<file path="src/rtl/cpu_pkg.sv">
// cpu_pkg
//   Shared definitions for the byte-stream instruction decoder:
//   the 3-bit opcode encodings and the decoder FSM state encoding.
package cpu_pkg;

    // Opcode lives in the top three bits of the instruction byte.
    localparam int OPCODE_W = 3;

    typedef enum logic [OPCODE_W-1:0] {
        OP_ADD = 3'b000,
        OP_SUB = 3'b001,
        OP_AND = 3'b010,
        OP_OR  = 3'b011,
        OP_XOR = 3'b100,
        OP_NOT = 3'b101,
        OP_LDI = 3'b110,  // two-byte: opcode byte followed by immediate byte
        OP_ILL = 3'b111
    } opcode_t;

    typedef enum logic {
        S_OP  = 1'b0,     // expecting an opcode byte
        S_IMM = 1'b1      // expecting the immediate byte of an LDI
    } state_t;

endpackage

</file>
<file path="src/rtl/field_split.sv">
// field_split
//   Combinational slicer: splits an instruction byte into opcode, rd and rs
//   fields, zero-extending rd and rs to the register address width.
//   Layout (MSB..LSB): opcode[2:0] | rd[RD_FW-1:0] | rs[remaining bits]
// Ports:
//   inst_i    in   DATA_W   instruction byte
//   opcode_o  out  3        opcode field
//   rd_o      out  REG_AW   rd field, zero-extended
//   rs_o      out  REG_AW   rs field, zero-extended
module field_split
    import cpu_pkg::*;
#(
    parameter int DATA_W = 8,
    parameter int RD_FW  = 2,
    parameter int REG_AW = 3
) (
    input  logic [DATA_W-1:0]   inst_i,
    output logic [OPCODE_W-1:0] opcode_o,
    output logic [REG_AW-1:0]   rd_o,
    output logic [REG_AW-1:0]   rs_o
);

    localparam int RS_W = DATA_W - OPCODE_W - RD_FW;

    assign opcode_o = inst_i[DATA_W-1 -: OPCODE_W];

    // Assign-then-overlay keeps zero extension legal when REG_AW equals the
    // field width (a zero-count replication would not be).
    always_comb begin
        rd_o = '0;
        rs_o = '0;
        rd_o[RD_FW-1:0] = inst_i[DATA_W-OPCODE_W-1 -: RD_FW];
        rs_o[RS_W-1:0]  = inst_i[RS_W-1:0];
    end

endmodule

</file>
<file path="src/rtl/seq_decoder.sv">
// seq_decoder
//   Decodes a stream of instruction bytes into micro-ops. Single-byte ops
//   (ADD..NOT and the illegal opcode) produce a micro-op one cycle after
//   transfer; LDI takes a second byte as its immediate. A one-entry output
//   register decouples the consumer; illegal opcodes bump a saturating counter.
//
//   Handshake: a byte moves when in_valid && in_ready at a rising clk edge;
//   a micro-op moves when out_valid && out_ready at a rising clk edge.
//   in_ready is combinational from out_ready (space exists when the output
//   register is empty or draining this cycle) and is low during flush/rst.
// Ports:
//   clk, rst             clock (rising), async active-high reset
//   flush                sync abort of partial LDI and pending micro-op
//   in_valid/in_ready    byte input handshake, in_inst = byte
//   out_valid/out_ready  micro-op output handshake
//   out_opcode/rd/rs     decoded fields; out_imm = immediate (0 if !out_is_imm)
//   out_is_imm           micro-op carries an immediate (LDI)
//   out_illegal          micro-op came from opcode 111
//   busy                 FSM state bit: high while in S_IMM
//   illegal_cnt          saturating count of illegal opcodes
module seq_decoder
    import cpu_pkg::*;
#(
    parameter int DATA_W = 8,
    parameter int RD_FW  = 2,
    parameter int REG_AW = 3,
    parameter int CNT_W  = 8
) (
    input  logic              clk,
    input  logic              rst,
    input  logic              flush,
    input  logic              in_valid,
    output logic              in_ready,
    input  logic [DATA_W-1:0] in_inst,
    output logic              out_valid,
    input  logic              out_ready,
    output logic [2:0]        out_opcode,
    output logic [REG_AW-1:0] out_rd,
    output logic [REG_AW-1:0] out_rs,
    output logic [DATA_W-1:0] out_imm,
    output logic              out_is_imm,
    output logic              out_illegal,
    output logic              busy,
    output logic [CNT_W-1:0]  illegal_cnt
);

    logic [OPCODE_W-1:0] fs_opcode;
    logic [REG_AW-1:0]   fs_rd;
    logic [REG_AW-1:0]   fs_rs;

    field_split #(
        .DATA_W (DATA_W),
        .RD_FW  (RD_FW),
        .REG_AW (REG_AW)
    ) u_field_split (
        .inst_i   (in_inst),
        .opcode_o (fs_opcode),
        .rd_o     (fs_rd),
        .rs_o     (fs_rs)
    );

    state_t              state_q, state_d;
    logic                out_valid_q, out_valid_d;
    logic [OPCODE_W-1:0] out_opcode_q, out_opcode_d;
    logic [REG_AW-1:0]   out_rd_q, out_rd_d;
    logic [REG_AW-1:0]   out_rs_q, out_rs_d;
    logic [DATA_W-1:0]   out_imm_q, out_imm_d;
    logic                out_is_imm_q, out_is_imm_d;
    logic                out_illegal_q, out_illegal_d;
    logic [OPCODE_W-1:0] lat_opcode_q, lat_opcode_d;
    logic [REG_AW-1:0]   lat_rd_q, lat_rd_d;
    logic [REG_AW-1:0]   lat_rs_q, lat_rs_d;
    logic [CNT_W-1:0]    cnt_q, cnt_d;
    logic                xfer;

    assign in_ready = !rst && !flush && (!out_valid_q || out_ready);
    assign xfer     = in_valid && in_ready;

    always_comb begin
        state_d       = state_q;
        out_valid_d   = out_valid_q && !out_ready;  // drains unless reloaded
        out_opcode_d  = out_opcode_q;
        out_rd_d      = out_rd_q;
        out_rs_d      = out_rs_q;
        out_imm_d     = out_imm_q;
        out_is_imm_d  = out_is_imm_q;
        out_illegal_d = out_illegal_q;
        lat_opcode_d  = lat_opcode_q;
        lat_rd_d      = lat_rd_q;
        lat_rs_d      = lat_rs_q;
        cnt_d         = cnt_q;

        if (flush) begin
            // in_ready is already low, so no byte can be taken here.
            state_d     = S_OP;
            out_valid_d = 1'b0;
        end else if (xfer) begin
            unique case (state_q)
                S_OP: begin
                    if (fs_opcode == OP_LDI) begin
                        lat_opcode_d = fs_opcode;
                        lat_rd_d     = fs_rd;
                        lat_rs_d     = fs_rs;
                        state_d      = S_IMM;
                    end else begin
                        out_valid_d   = 1'b1;
                        out_opcode_d  = fs_opcode;
                        out_rd_d      = fs_rd;
                        out_rs_d      = fs_rs;
                        out_imm_d     = '0;
                        out_is_imm_d  = 1'b0;
                        out_illegal_d = (fs_opcode == OP_ILL);
                        if (fs_opcode == OP_ILL && cnt_q != '1) begin
                            cnt_d = cnt_q + CNT_W'(1);
                        end
                    end
                end
                S_IMM: begin
                    out_valid_d   = 1'b1;
                    out_opcode_d  = lat_opcode_q;
                    out_rd_d      = lat_rd_q;
                    out_rs_d      = lat_rs_q;
                    out_imm_d     = in_inst;
                    out_is_imm_d  = 1'b1;
                    out_illegal_d = 1'b0;
                    state_d       = S_OP;
                end
                default: state_d = S_OP;
            endcase
        end
    end

    always_ff @(posedge clk or posedge rst) begin
        if (rst) begin
            state_q       <= S_OP;
            out_valid_q   <= 1'b0;
            out_opcode_q  <= '0;
            out_rd_q      <= '0;
            out_rs_q      <= '0;
            out_imm_q     <= '0;
            out_is_imm_q  <= 1'b0;
            out_illegal_q <= 1'b0;
            lat_opcode_q  <= '0;
            lat_rd_q      <= '0;
            lat_rs_q      <= '0;
            cnt_q         <= '0;
        end else begin
            state_q       <= state_d;
            out_valid_q   <= out_valid_d;
            out_opcode_q  <= out_opcode_d;
            out_rd_q      <= out_rd_d;
            out_rs_q      <= out_rs_d;
            out_imm_q     <= out_imm_d;
            out_is_imm_q  <= out_is_imm_d;
            out_illegal_q <= out_illegal_d;
            lat_opcode_q  <= lat_opcode_d;
            lat_rd_q      <= lat_rd_d;
            lat_rs_q      <= lat_rs_d;
            cnt_q         <= cnt_d;
        end
    end

    assign out_valid   = out_valid_q;
    assign out_opcode  = out_opcode_q;
    assign out_rd      = out_rd_q;
    assign out_rs      = out_rs_q;
    assign out_imm     = out_imm_q;
    assign out_is_imm  = out_is_imm_q;
    assign out_illegal = out_illegal_q;
    assign busy        = (state_q == S_IMM);
    assign illegal_cnt = cnt_q;

endmodule

</file>
<file path="config.mk">
export PLATFORM = sky130hd
export DESIGN_NAME = seq_decoder
export DESIGN_NICKNAME = d
export VERILOG_FILES = /design/src/rtl/cpu_pkg.sv /design/src/rtl/field_split.sv /design/src/rtl/seq_decoder.sv
export SDC_FILE = /design/constraint.sdc
export NUM_CORES = 1
export LEC_CHECK = 0
export CAP_MARGIN = 20
export CORE_MARGIN = 1
export CORE_UTILIZATION = 36
export DETAILED_ROUTE_END_ITERATION = 8
export DONT_BUFFER_PORTS = 1
export PLACE_DENSITY = 0.6
export REMOVE_ABC_BUFFERS = 1
export SYNTH_ARGS = -nofsm -noshare
export SYNTH_HDL_FRONTEND = slang
export SYNTH_SLANG_ARGS = --single-unit
</file>
<file path="constraint.sdc">
create_clock -name clk -period 4.1 [get_ports clk]
set_input_delay 0.82 -clock clk [delete_from_list [all_inputs] [get_ports clk]]
set_output_delay 0.82 -clock clk [all_outputs]
set_load 0.01 [all_outputs]
</file>
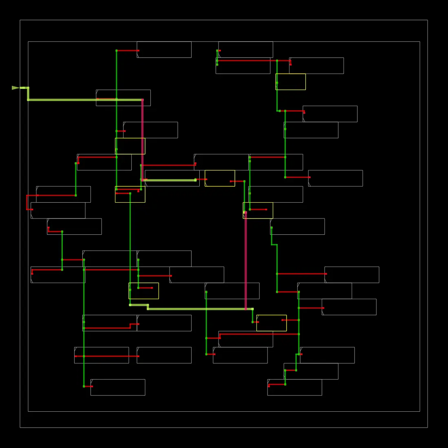
**Above:** run 1 (clock routing).
Latency at later pin: 280 ps
Num CTS Buffers: 5
CTS sink cnt: 36
Clock Skew: 1.931 ps
clock buffer count: 7

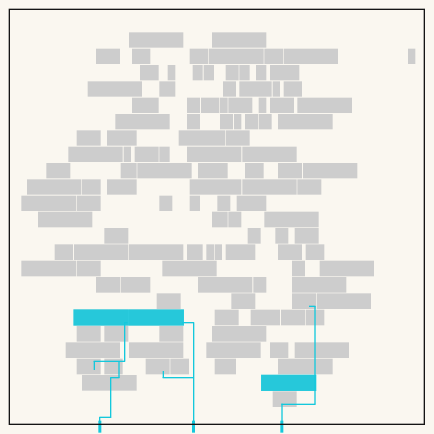
**Above:** run 1 (port wiring).
Scale: 6 px per µm.
out_rs: shown in cyan, direction output, end cells 3, buffers 0, wire 76.7 µm.
IO Pins: 43
I/O Buffers: 0

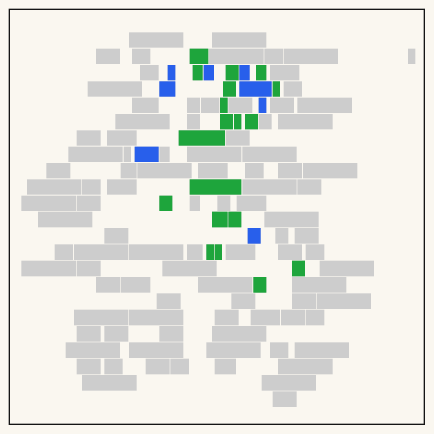
**Above:** run 1 (gate-type map).
Scale: 6 px per µm.
nor cells: shown in blue, cells 8, where north. nand cells: shown in green, cells 19, most used nand2_1.

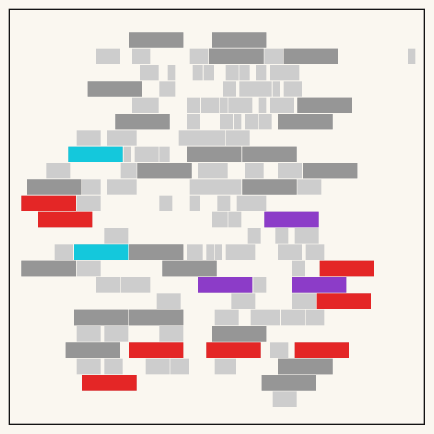
**Above:** run 1 (sequential cells colored by netlist name).
Scale: 6 px per µm.
lat_opcode_q: shown in purple, sequential cells 3. out_imm: shown in red, sequential cells 8. lat_rd_q: shown in cyan, sequential cells 2.

## run 1: logic make-up (layout without fill, tap and decap cells)
| logic type | after synthesis | after routing |
|---|---|---|
| buffers and inverters | 6 | 9 |
| other | 1 | 1 |
| xor gates and xnor gates | 4 | 4 |
| muxes | 25 | 25 |
| adders and majority gates | 1 | 1 |
| DFF | 36 | 36 |
| and+or+nand+nor | 34 | 34 |
| AOI/OAI and AO/OA | 12 | 12 |
## run 1: through the flow
stage	total power [mW]	instance area [µm²]
after floorplan	0.5013	1587
after global placement	0.5180	1657
after detailed placement	0.5270	1657
after CTS	0.7928	1753
after global routing	0.8187	1753
final	0.7836	1753
## run 1: report_power, final
| part | internal (mW) | switching, mW | leakage, nW |
|---|---|---|---|
| combinational | 0.0390 | 0.0294 | 0.291 |
| clock | 0.150 | 0.116 | 0.0503 |
| sequential | 0.399 | 0.0510 | 0.471 |
| total | 0.587 | 0.196 | 0.812 |
## run 1: cells in the final DEF (no fill, tap or decap), types with 2 or more instances in the layout
master | Yosys | layout
and2_1 | 3 | 3
clkbuf_8 | 0 | 7
mux2_1 | 9 | 9
mux2_2 | 16 | 16
nand2_1 | 5 | 5
xor2_1 | 4 | 4
nand4_1 | 3 | 3
nor2_1 | 2 | 2
and3_1 | 2 | 2
nand3_1 | 2 | 2
nor3_1 | 2 | 2
dfrtp_1 | 36 | 36
nand2b_1 | 4 | 4
a22o_1 | 8 | 8
## run 1: registers in the layout (all words and copies together), names as in the netlist
| register | count |
|---|---|
| lat_rs_q | 3 |
| lat_rd_q | 2 |
| out_valid | 1 |
| out_illegal | 1 |
| lat_opcode_q | 3 |
| out_rs | 3 |
| out_is_imm | 1 |
| illegal_cnt | 8 |
| out_opcode | 3 |
| busy | 1 |
| out_imm | 8 |
| out_rd | 2 |
==> impl_metrics.env, run 1 <==
# implementation run metrics
export IMPL_synth_warnings=0
export IMPL_n_antenna_cell=0
export IMPL_wl_met2_um=1545
export IMPL_p_leak_nw=0.8123
export IMPL_power_density_nw_per_um2=447.0
export IMPL_maxCapViolCount=0
export IMPL_synthTopCellsByCount="dfrtp_1 (36), mux2_2 (16), mux2_1 (9), a22o_1 (8), nand2_1 (5)"
export IMPL_slew_headroom_pct=61.40
export IMPL_cp_slowest_cell="nand2b_2"
export IMPL_die_area_um2=4751
export IMPL_drt_met1_wl_um=1315
export IMPL_clock_area_share_pct=5.496
export IMPL_nWellTaps=50
export IMPL_ys_sh_simple_pct=15.59
export IMPL_path_buffers=0
export IMPL_mi_logic_area_um2=681.9
export IMPL_critPathLaunchType="primary input"
export IMPL_crit_start="out_ready"
export IMPL_min_from="lat_opcode_q[2]$_DFFE_PP0P_"
export IMPL_n_sequential_cell=36
export IMPL_grt_pass1_wl_um=4947
export IMPL_timing_final_ws_setup_ps=2070
export IMPL_status="complete, no violations"
export IMPL_top_usage_layer="met2"
export IMPL_ys_ff=36
export IMPL_grt_max_degree=37
export IMPL_syn_area_um2=1613
**Run 1: cell density map**

Scale: 4 px per µm. 7 x 7 tiles, from dark purple (low) to yellow (high), 0 to 100% covered.
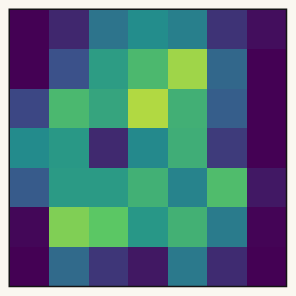

==> run 2: changes to the inputs <==
Clock period 4.1 ns to 2.15 ns, I/O delays scaled along.
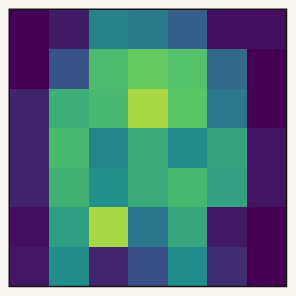
**Above:** run 2 (cell density map).
Scale: 4 px per µm. 7 x 7 tiles, from dark purple (low) to yellow (high), 0 to 100% covered.
12% of the tiles are nearly empty. The emptiest ninth of the die: south-east. 6.1% of the tiles are over 75% full. The fullest tile reaches 87%. The mean over all tiles is 36%.
Final Util: 42.75%
Floorplan Utilization: 38.92%
core area: 4144 µm²

==> impl_metrics.env, run 2 <==
# implementation run metrics
export IMPL_grt_max_degree=37
export IMPL_status="complete, no violations"
export IMPL_intPower_mw=1.179
export IMPL_ys_ff=36
export IMPL_nWellTaps=50
export IMPL_cp_slowest_cell="dfrtp_1"
export IMPL_skew_ps=8.201
export IMPL_lay_top_count="dfrtp_1"
export IMPL_comb_power_share_pct=8.5
export IMPL_synth_warnings=0
export IMPL_synthTopCellsByCount="dfrtp_1 (36), mux2_2 (16), mux2_1 (9), a22o_1 (8), nand2_1 (5)"
export IMPL_portBuffers=0
export IMPL_lay_top_cells="dfrtp_1 (36), mux2_2 (16), mux2_1 (9), a22o_1 (8)"
export IMPL_n_sequential_cell=36
export IMPL_nClkBuffers=6
export IMPL_maxCapViolCount=0
export IMPL_cts_buffers=5
export IMPL_power_frac_seq_pct=54.9
export IMPL_critPathLaunchType="flop"
export IMPL_n_antenna_cell=0
export IMPL_power_density_nw_per_um2=879.4
export IMPL_syn_area_um2=1613
export IMPL_grt_pass1_wl_um=4885
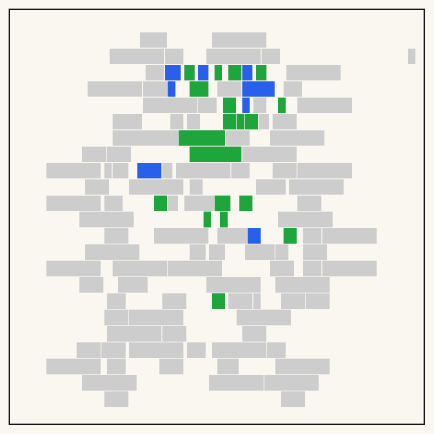
**Above:** run 2 (gate-type map).
Scale: 6 px per µm.
nor cells: shown in blue, cells 8, where north. nand cells: shown in green, cells 19, most used nand2_1.

==> run 2: power groups by stage <==
stage	clock network [mW]	logic, mW	registers, mW
2_1_floorplan	0	0.110	0.846
3_3_place_gp	0	0.125	0.864
3_5_place_dp	0	0.136	0.869
4_1_cts	0.584	0.137	0.856
5_1_grt	0.614	0.149	0.866
6_report	0.570	0.133	0.855
==> run 2: logic make-up (layout without fill, tap and decap cells) <==
logic type,Yosys count,in the layout,synth area share (%)
DFF,36,36,55.86
adders and majority gates,1,1,0.7757
other,1,1,0.2325
buffers and inverters,6,11,1.861
AOI/OAI and AO/OA,12,12,6.051
xor gates and xnor gates,4,4,2.172
muxes,25,25,17.46
and+or+nand+nor,34,34,15.59
==> run 2: layer usage <==
layer	global-route usage [%]	up-vias	wire (µm)
li1	-	432	-
met1	17.54	482	1297
met3	6.743	5	273
met5	0	-	0
met4	6.633	0	40
met2	22.57	24	1484
==> run 2: through the flow <==
stage               setup slack, ps  utilization [%]
finish                        394.0            42.75
global route                  269.2            42.75
CTS                           382.3            42.75
detailed placement            340.4            40.16
global placement              386.9            40.16
floorplan                     441.4                -
==> run 2: worst max-delay path by stage <==
stage | startpoint | to | slack (ps)
2_1_floorplan | busy$_DFFE_PP0P_ | illegal_cnt[6]$_DFFE_PP0P_ | 440
3_3_place_gp | out_ready | out_opcode[0]$_DFFE_PP0P_ | 390
5_1_grt | out_valid$_DFF_PP0_ | out_opcode[1]$_DFFE_PP0P_ | 270
4_1_cts | out_valid$_DFF_PP0_ | out_rs[2]$_DFFE_PP0P_ | 380
3_5_place_dp | out_ready | out_rs[2]$_DFFE_PP0P_ | 340
6_report | out_valid$_DFF_PP0_ | out_rs[2]$_DFFE_PP0P_ | 390
**Run 2: clock routing**

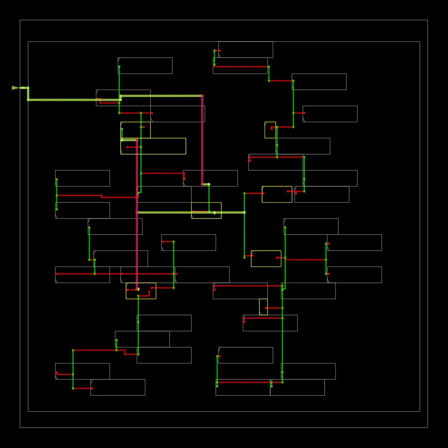

==> run 3: changes to the inputs <==
Clock period 2.15 ns to 1.75 ns, I/O delays scaled along.
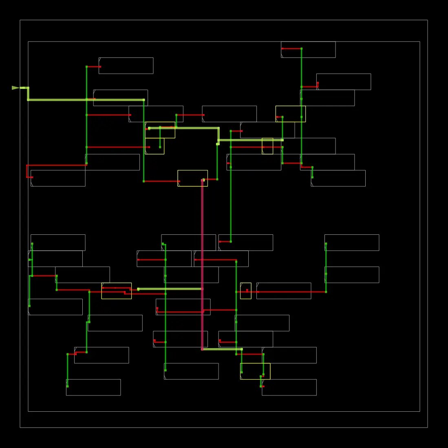
**Above:** run 3 (clock routing).
Clock Power: 0.572 mW
Latency at later pin: 290 ps
Flops: 36

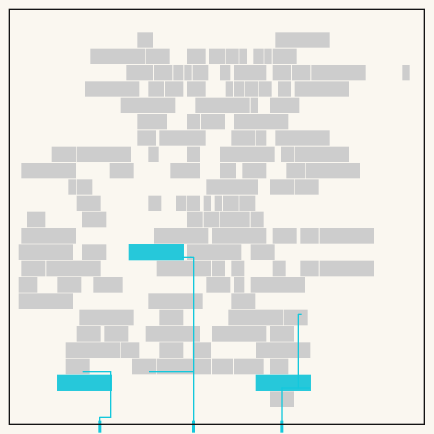
**Above:** run 3 (port wiring).
Scale: 6 px per µm.
out_rs: shown in cyan, direction output, end cells 3, buffers 0, wire 74.2 µm.

==> impl_metrics.env, run 3 <==
# implementation run metrics
export IMPL_die_area_um2=4751
export IMPL_maxCapViolCount=0
export IMPL_cts_buffers=5
export IMPL_n_antenna_cell=0
export IMPL_finalPower_mw=1.814
export IMPL_synthTopCellsByCount="dfrtp_1 (36), mux2_2 (16), mux2_1 (9), a22o_1 (8), nand2_1 (5)"
export IMPL_ios=43
export IMPL_lay_top_cells="dfrtp_1 (36), mux2_2 (16), mux2_1 (9), a22o_1 (8), buf_4 (7)"
export IMPL_cp_slowest_cell="dfrtp_1"
export IMPL_crit_start="out_valid$_DFF_PP0_"
export IMPL_top_cells_by_area="dfrtp_1 (56%), mux2_2 (11%), mux2_1 (6.3%)"
export IMPL_comb_power_mw=0.222
export IMPL_skew_ps=4.945
export IMPL_wl_met3_um=216
export IMPL_synth_warnings=0
export IMPL_grt_pass1_wl_um=4961
export IMPL_power_frac_seq_pct=56.2
export IMPL_drt_met1_wl_um=1319
export IMPL_syn_area_um2=1613
export IMPL_switching_share_pct=26.76
export IMPL_lay_top_count="dfrtp_1"
export IMPL_grt_use_met3_pct=6.086
export IMPL_critPathLaunchType="flop"
export IMPL_status="complete, no violations"
export IMPL_power_density_nw_per_um2=1011
export IMPL_maxPowerGroup="registers"
export IMPL_placed_area_um2=1702
export IMPL_fin_area_um2=1794
export IMPL_comb_power_share_pct=12.2
export IMPL_grt_max_degree=37
export IMPL_wl_um=3074
export IMPL_intPower_mw=1.328
export IMPL_fp_util_pct=38.92
export IMPL_grtUsageMet1_pct=19.08
export IMPL_p_leak_nw=0.8440
export IMPL_grt_use_met2_pct=22.21
export IMPL_cts_sinks=36
export IMPL_portBuffers=0
export IMPL_final_util_pct=43.30
export IMPL_cts_resized=0
export IMPL_ys_ff=36
export IMPL_pwr_share_clk_pct=31.6
export IMPL_top_layer="met4"
export IMPL_wl_met2_um=1510
==> run 3: cell count changes in the layout (fill, tap and decap cells not counted), sizes merged <==
cell    change
buf         +5
clkinv      +2
bufinv      -1
clkbuf      -1
==> run 3: layout make-up <==
type	count	area, µm²	share of cell area, %
Sequential cell	36	900.9	50.21
Multi-Input combinational cell	77	686.9	38.28
Clock buffer	5	68.82	3.835
Tap cell	50	62.56	3.487
Timing Repair Buffer	7	52.55	2.929
Clock inverter	3	18.77	1.046
Inverter	1	3.754	0.2092
==> run 3: worst max-delay path, delay by kind of cell (launching register included) <==
family	cells	cell delay (ps)
simple gates	3	600
flops	1	430
mux	1	330
buf+inv	1	190
==> run 3: final timing paths <==
kind                                          endpoint  slack, ps  cells past startpoint
max                         illegal_cnt[7]$_DFFE_PP0P_         90                      5
min                         illegal_cnt[6]$_DFFE_PP0P_         40                      2
max reg2reg                 illegal_cnt[7]$_DFFE_PP0P_         90                      5
min reg2reg                lat_opcode_q[2]$_DFFE_PP0P_        460                      1
max in group asynchronous        out_rs[2]$_DFFE_PP0P_       1400                      2
min in group clk                   out_valid$_DFF_PP0_        120                      1
==> run 3: logic make-up after synthesis <==
family	after synthesis	synth area share (%)
AND/OR/NAND/NOR	34	15.59
AND-OR/OR-AND	12	6.051
XOR/XNOR	4	2.172
adder cells (fa/ha/maj)	1	0.7757
flip-flops	36	55.86
multiplexers	25	17.46
other	1	0.2325
buffers and inverters	6	1.861
==> run 3: metrics by stage <==
| stage | hold WS, ps | setup slack (ps) |
|---|---|---|
| 4_1_cts | 47.23 | 73.25 |
| 3_3_place_gp | 369.7 | 107.2 |
| 5_1_grt | 74.87 | -4.756 |
| 3_5_place_dp | 371.0 | 56.53 |
| 2_1_floorplan | 413.1 | 41.35 |
| 6_report | 44.16 | 93.31 |
Power figures rest on the tool's default switching activity, not on a simulated workload.
